`src/rtl/spi_command_receiver.sv`:
```
// SPI mode-0 target that turns MOSI into command bytes and returns status on MISO.
// Ports:
//   clk, reset (async, active-low)
//   sclk/cs_n/mosi in, miso out: SPI pins, asynchronous to clk
//   command_out/command_out_valid: one-cycle strobe per received byte
//   fifo_count: downstream FIFO occupancy, used for the free-slot field
//   invalid_command: sticky-latched into the status byte
//   overflow/framing_error: sticky error flags
module spi_command_receiver #(
  parameter int sync_stages     = 2,
  parameter int spi_fifo_length = 32
) (
  input  logic                               clk,
  input  logic                               reset,
  input  logic                               sclk,
  input  logic                               cs_n,
  input  logic                               mosi,
  output logic                               miso,
  output logic [7:0]                         command_out,
  output logic                               command_out_valid,
  input  logic [$clog2(spi_fifo_length):0]   fifo_count,
  input  logic                               invalid_command,
  output logic                               overflow,
  output logic                               framing_error
);

  typedef enum logic [1:0] {
    IDLE,
    ACTIVE,
    COMPLETE
  } state_t;

  state_t state;

  logic [sync_stages-1:0] sclk_q;
  logic [sync_stages-1:0] cs_q;
  logic [sync_stages-1:0] mosi_q;
  logic sclk_d;
  logic cs_d;

  logic sclk_s;
  logic cs_s;
  logic mosi_s;
  logic sclk_rise;
  logic sclk_fall;
  logic cs_rise;
  logic cs_fall;

  logic [3:0] bit_cnt;
  logic [7:0] rx;
  logic [6:0] tx;
  logic       inv_flag;
  logic [2:0] rep;

  logic        room;
  logic [31:0] free_w;
  logic [4:0]  free;
  logic        set_ovf;
  logic        set_frm;
  logic [2:0]  clr;
  logic        ovf_nx;
  logic        inv_nx;
  logic        frm_nx;
  logic [7:0]  status;

  // Synchronisers idle at the quiescent line levels.
  always_ff @(posedge clk or negedge reset) begin
    if (!reset) begin
      sclk_q <= '0;
      cs_q   <= '1;
      mosi_q <= '0;
      sclk_d <= 1'b0;
      cs_d   <= 1'b1;
    end else begin
      sclk_q <= {sclk_q[sync_stages-2:0], sclk};
      cs_q   <= {cs_q[sync_stages-2:0], cs_n};
      mosi_q <= {mosi_q[sync_stages-2:0], mosi};
      sclk_d <= sclk_q[sync_stages-1];
      cs_d   <= cs_q[sync_stages-1];
    end
  end

  assign sclk_s    = sclk_q[sync_stages-1];
  assign cs_s      = cs_q[sync_stages-1];
  assign mosi_s    = mosi_q[sync_stages-1];
  assign sclk_rise = sclk_s & ~sclk_d;
  assign sclk_fall = ~sclk_s & sclk_d;
  assign cs_rise   = cs_s & ~cs_d;
  assign cs_fall   = ~cs_s & cs_d;

  // Flags are built from their next values so a status byte loaded
  // in the same cycle a flag is set already reports it (set wins).
  always_comb begin
    room    = 32'(fifo_count) < 32'(spi_fifo_length);
    free_w  = '0;
    if (room)
      free_w = 32'(spi_fifo_length) - 32'(fifo_count);
    free    = (free_w > 32'd31) ? 5'd31 : free_w[4:0];
    set_ovf = (state == COMPLETE) && !room;
    set_frm = (state == ACTIVE) && cs_rise && (bit_cnt != 4'd0);
    clr     = (state == COMPLETE) ? rep : 3'b000;
    ovf_nx  = (overflow & ~clr[2]) | set_ovf;
    inv_nx  = (inv_flag & ~clr[1]) | invalid_command;
    frm_nx  = (framing_error & ~clr[0]) | set_frm;
    status  = {ovf_nx, inv_nx, frm_nx, free};
  end

  always_ff @(posedge clk or negedge reset) begin
    if (!reset) begin
      state             <= IDLE;
      bit_cnt           <= 4'd0;
      rx                <= 8'd0;
      tx                <= 7'd0;
      rep               <= 3'b000;
      miso              <= 1'b0;
      command_out       <= 8'd0;
      command_out_valid <= 1'b0;
      overflow          <= 1'b0;
      inv_flag          <= 1'b0;
      framing_error     <= 1'b0;
    end else begin
      command_out_valid <= 1'b0;
      overflow          <= ovf_nx;
      inv_flag          <= inv_nx;
      framing_error     <= frm_nx;
      unique case (state)
        IDLE: begin
          if (cs_fall) begin
            miso    <= status[7];
            tx      <= status[6:0];
            rep     <= status[7:5];
            bit_cnt <= 4'd0;
            state   <= ACTIVE;
          end
        end
        ACTIVE: begin
          if (cs_rise) begin
            bit_cnt <= 4'd0;
            state   <= IDLE;
          end else if (sclk_rise) begin
            rx      <= {rx[6:0], mosi_s};
            bit_cnt <= bit_cnt + 4'd1;
            if (bit_cnt == 4'd7)
              state <= COMPLETE;
          end else if (sclk_fall && bit_cnt != 4'd0) begin
            // The fall right after a reload keeps the fresh MSB.
            miso <= tx[6];
            tx   <= {tx[5:0], 1'b0};
          end
        end
        COMPLETE: begin
          if (room) begin
            command_out       <= rx;
            command_out_valid <= 1'b1;
          end
          miso    <= status[7];
          tx      <= status[6:0];
          rep     <= status[7:5];
          bit_cnt <= 4'd0;
          state   <= cs_rise ? IDLE : ACTIVE;
        end
        default: state <= IDLE;
      endcase
    end
  end

endmodule
```
`config.mk`:
```
export PLATFORM = sky130hd
export DESIGN_NAME = spi_command_receiver
export DESIGN_NICKNAME = d
export VERILOG_FILES = /design/src/rtl/spi_command_receiver.sv
export SDC_FILE = /design/constraint.sdc
export NUM_CORES = 1
export LEC_CHECK = 0
export CORE_MARGIN = 2
export CORE_UTILIZATION = 57
export CTS_CLUSTER_SIZE = 16
export DETAILED_ROUTE_END_ITERATION = 12
export GPL_TIMING_DRIVEN = 0
export MAX_ROUTING_LAYER = met4
export PLACE_DENSITY = 0.87
export REMOVE_ABC_BUFFERS = 1
export SLEW_MARGIN = 25
export SYNTH_ARGS = -nofsm -noshare
export SYNTH_HDL_FRONTEND = slang
export SYNTH_SLANG_ARGS = --single-unit
```
`constraint.sdc`:
```
create_clock -name clk -period 5.5 [get_ports clk]
set_input_delay 1.1 -clock clk [delete_from_list [all_inputs] [get_ports clk]]
set_output_delay 1.1 -clock clk [all_outputs]
set_load 0.1 [all_outputs]
```
Fig. 1: placement view
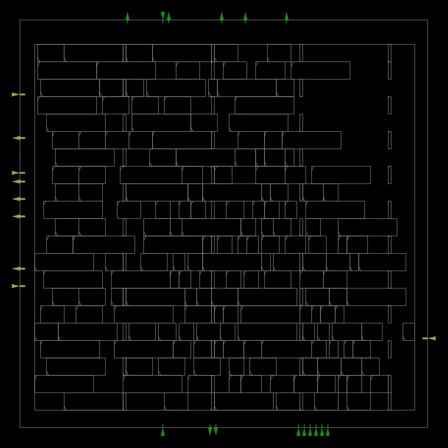
n_taps: 46
num rows: 21
FFs & Latches: 45
flop share of the area: 47.88%

Fig. 2: signal wires on met2
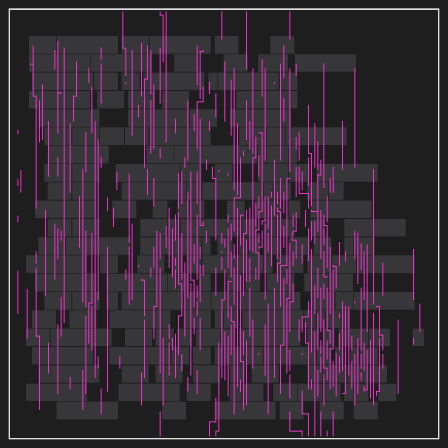
The longest straight run is 40.8 um. The layer holds 53% of the routed length. The layer carries 2060 um of wire. 187 nets have wire on it.
via count: 1389
Post-Route WL: 3862 um
met2 Track Usage GR: 36.58%

Fig. 3: register map, names as in the netlist
Other sequential cells in the stronger gray, the rest of the logic in the fainter gray.
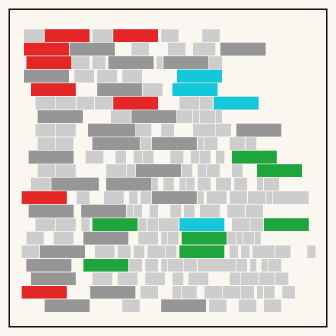
command_out: drawn in red, sequential cells 8. tx: drawn in green, sequential cells 7. bit_cnt: drawn in cyan, sequential cells 4.
Another 26 sequential cells are not colored.
register area: 1130 sq um
Finished Core Util: 69.62%
seq pwr: 0.000426 W

==> run_results.csv <==
group,metric,value,unit
clocking,clock_sinks,45,
critical_path,worst-setup-path-type,"reg -> out",
critical_path,crit_fanout,4,
floorplanning,boundaryPins,24,
floorplanning,chipArea,4051,sq um
sta,tns,0,ns
power_and_ir_drop,power.density,332.3,nW/um^2
clocking,clock.latency.late_pin,0.36,ns
finish,area_growth,16.35,%
synth,ys.flop_type,"dfrtp_1",
drt,wire_per_inst,16.50,um
critical_path,cp_top_family,"buffers and inverters",
worst_hold_path,hold_class,"reg -> reg",
critical_path,crit_required,4.40,ns
grt,grt_pass1_wl,6686,um
grt,antenna_found_initial,0,
floorplanning,fp_util,59.84,%
synth,synth_seq_share,55.71,%
clocking,cts.clk_slew.worst_paths,0.13,ns
clocking,post_cts_buffers,0,
grt,grt_usage,22.40,%
run_status,outcome,"completed",
critical_path,endpoint_kind,"output pin",
placed_design,io_buffers,23,
synth,synth_flops,45,
finish,layout_top_cell,"dfrtp_1",
floorplanning,die_h,63.65,um
drt,first_iter_violations,147,
power_and_ir_drop,p_leak,1.039,nW
drt,ant_nets,0,
synth,syn_area,2028,sq um
critical_path,worstPathCellList,"clkdlybuf4s50_1",
drt,viasPerCell,5.936,
sta,hold_viol_final,0,
clocking,h-tree-depth,2,
clocking,clk_path_buf_depth,2,
finish,nets,202,
clocking,cts_resized,0,
sta,clock.fmax,0.3289,GHz
sta,finalMaxSlewViolations,0,
synth,edf_count,0,
synth,ys_cells,163,
critical_path,crit_buf_inv,1,
drt,drc,0,
synth,yosysUniqueCellTypes,43,
sta,rsz0062_at_grt,"no",
grt,grt-ovfl-total,0,
sta,min_period,3.041,ns
critical_path,slowest_stage,"clkdlybuf4s50_1",
clocking,clock-root-buffer,"clkbuf_4",
finish,diodes,0,
clocking,cts_buffers,5,
finish,drive_above_1_share,23.40,%
sta,slew_headroom,34.22,%
critical_path,setup.worst_path.start_class,"flop",
synth,yosys_area,2028,sq um
sta,worst_pin_slew,0.9836,ns
placed_design,hpwl,2889,um
synth,syn_inst,163,
floorplanning,coreArea,3390,sq um
critical_path,worstPathArrival,1.94,ns
synth,yosysWarningCount,0,
grt,grt_max_degree,30,
job,openroad.warnings,26,
synth,synth.avg_cell_area,12.44,sq um
synth,ys_async_sr_fraction,100.0,%
drt,drt_first_pass_iters,4,
grt,grt_pass1_vias,1435,
sta,setup_viol,0,
power_and_ir_drop,vdd_drop_max,215.5,uV
sta,period_used_share,55.28,%
finish,lay_top_cells,"dfrtp_1 (42), mux2_2 (26), clkdlybuf4s50_1 (22), inv_1 (9)",
placed_design,gp_congestion,0.8461,
clocking,cts_tree,"yes",
job,maxCapViolations,0,
floorplanning,die_width,63.65,um
critical_path,r2r_slack,3.22,ns
critical_path,critPathMaxStageDelay,1.16,ns
clocking,cts_hold_buf,0,
sta,skew,0.009435,ns
-- metrics by stage --
stage               total power (W)  hold slack, ns  worst slack, ns  area [sq um]  cells
floorplan                 0.0005670          0.3312            2.960          1998    156
global placement          0.0006174          0.3353            2.252          2286    225
detailed placement        0.0006339          0.3363            2.335          2301    226
CTS                       0.0007942          0.3625            2.436          2360    234
global route              0.0008296          0.3625            2.382          2360    234
finish                    0.0007842          0.3570            2.459          2360    234
-- state kept, by name (all words and copies together), names as in the netlist --
register	cells
command_out	8
command_out_valid	1
cs_q	2
bit_cnt	4
framing_error	1
cs_d	1
state	2
rx	8
sclk_q	2
mosi_q	2
rep	3
tx	7
sclk_d	1
inv_flag	1
overflow	1
miso	1
-- worst paths after layout --
| path | from | end | cells past startpoint |
|---|---|---|---|
| max | overflow | overflow | 1 |
| min | cs_q[0] | cs_q[1] | 0 |
| max reg2reg | state[1] | tx[6] | 4 |
| min reg2reg | cs_q[0] | cs_q[1] | 0 |
| max in group asynchronous | reset | cs_q[0] | 2 |
| min in group asynchronous | reset | tx[0] | 1 |
-- cell families (layout without fill, tap and decap cells) --
family | after synthesis | count (layout) | share of synthesized area, %
simple gates | 32 | 32 | 9.563
compound gates | 40 | 40 | 14.81
flops | 45 | 45 | 55.71
fa+ha+maj | 3 | 3 | 1.851
buf+inv | 16 | 41 | 3.146
mux | 27 | 27 | 14.93
-- per-layer routing --
layer	wire length, um	vias to the layer above	GRT usage, %
met5	0	-	-
met2	2059	38	36.58
met1	1533	699	26.99
met3	199	8	5.714
met4	70	0	8.152
li1	-	644	-
-- power by group --
part / total (W) / switching (W) / internal, W
combinational: 0.000200 / 0.000117 / 0.0000832
sequential: 0.000426 / 0.0000393 / 0.000387
clock: 0.000158 / 0.000107 / 0.0000506
total: 0.000784 / 0.000263 / 0.000521
-- cell usage after synthesis, types with 2 or more instances --
master | n | area, sq um
dfrtp_1 | 42 | 1051
mux2_2 | 26 | 292.8
inv_1 | 9 | 33.78
a21oi_1 | 6 | 30.03
nand2b_1 | 6 | 37.54
o22ai_1 | 6 | 37.54
nor2_1 | 5 | 18.77
o21ai_0 | 5 | 25.02
clkbuf_1 | 4 | 15.01
dfstp_2 | 3 | 78.83
ha_1 | 3 | 37.54
nand2_1 | 3 | 11.26
nand3b_1 | 3 | 22.52
o21a_1 | 3 | 22.52
a21o_1 | 2 | 15.01
a22o_1 | 2 | 17.52
a31oi_1 | 2 | 12.51
a32o_1 | 2 | 20.02
buf_2 | 2 | 10.01
nand3_1 | 2 | 10.01
nor2b_1 | 2 | 12.51
o2bb2ai_1 | 2 | 17.52
o31ai_1 | 2 | 15.01
or4_1 | 2 | 15.01
-- layout make-up --
class                   count  area, sq um
flip-flops and latches     45         1130
fillers                   245         1030
multi-input cells         102        834.6
repair buffers             24        245.2
well taps                  46        57.56
clock buffers               5        37.54
inverters                   9        33.78
clock inverters             3        21.27
No activity file was given, so power comes from the tool's default toggle rates.
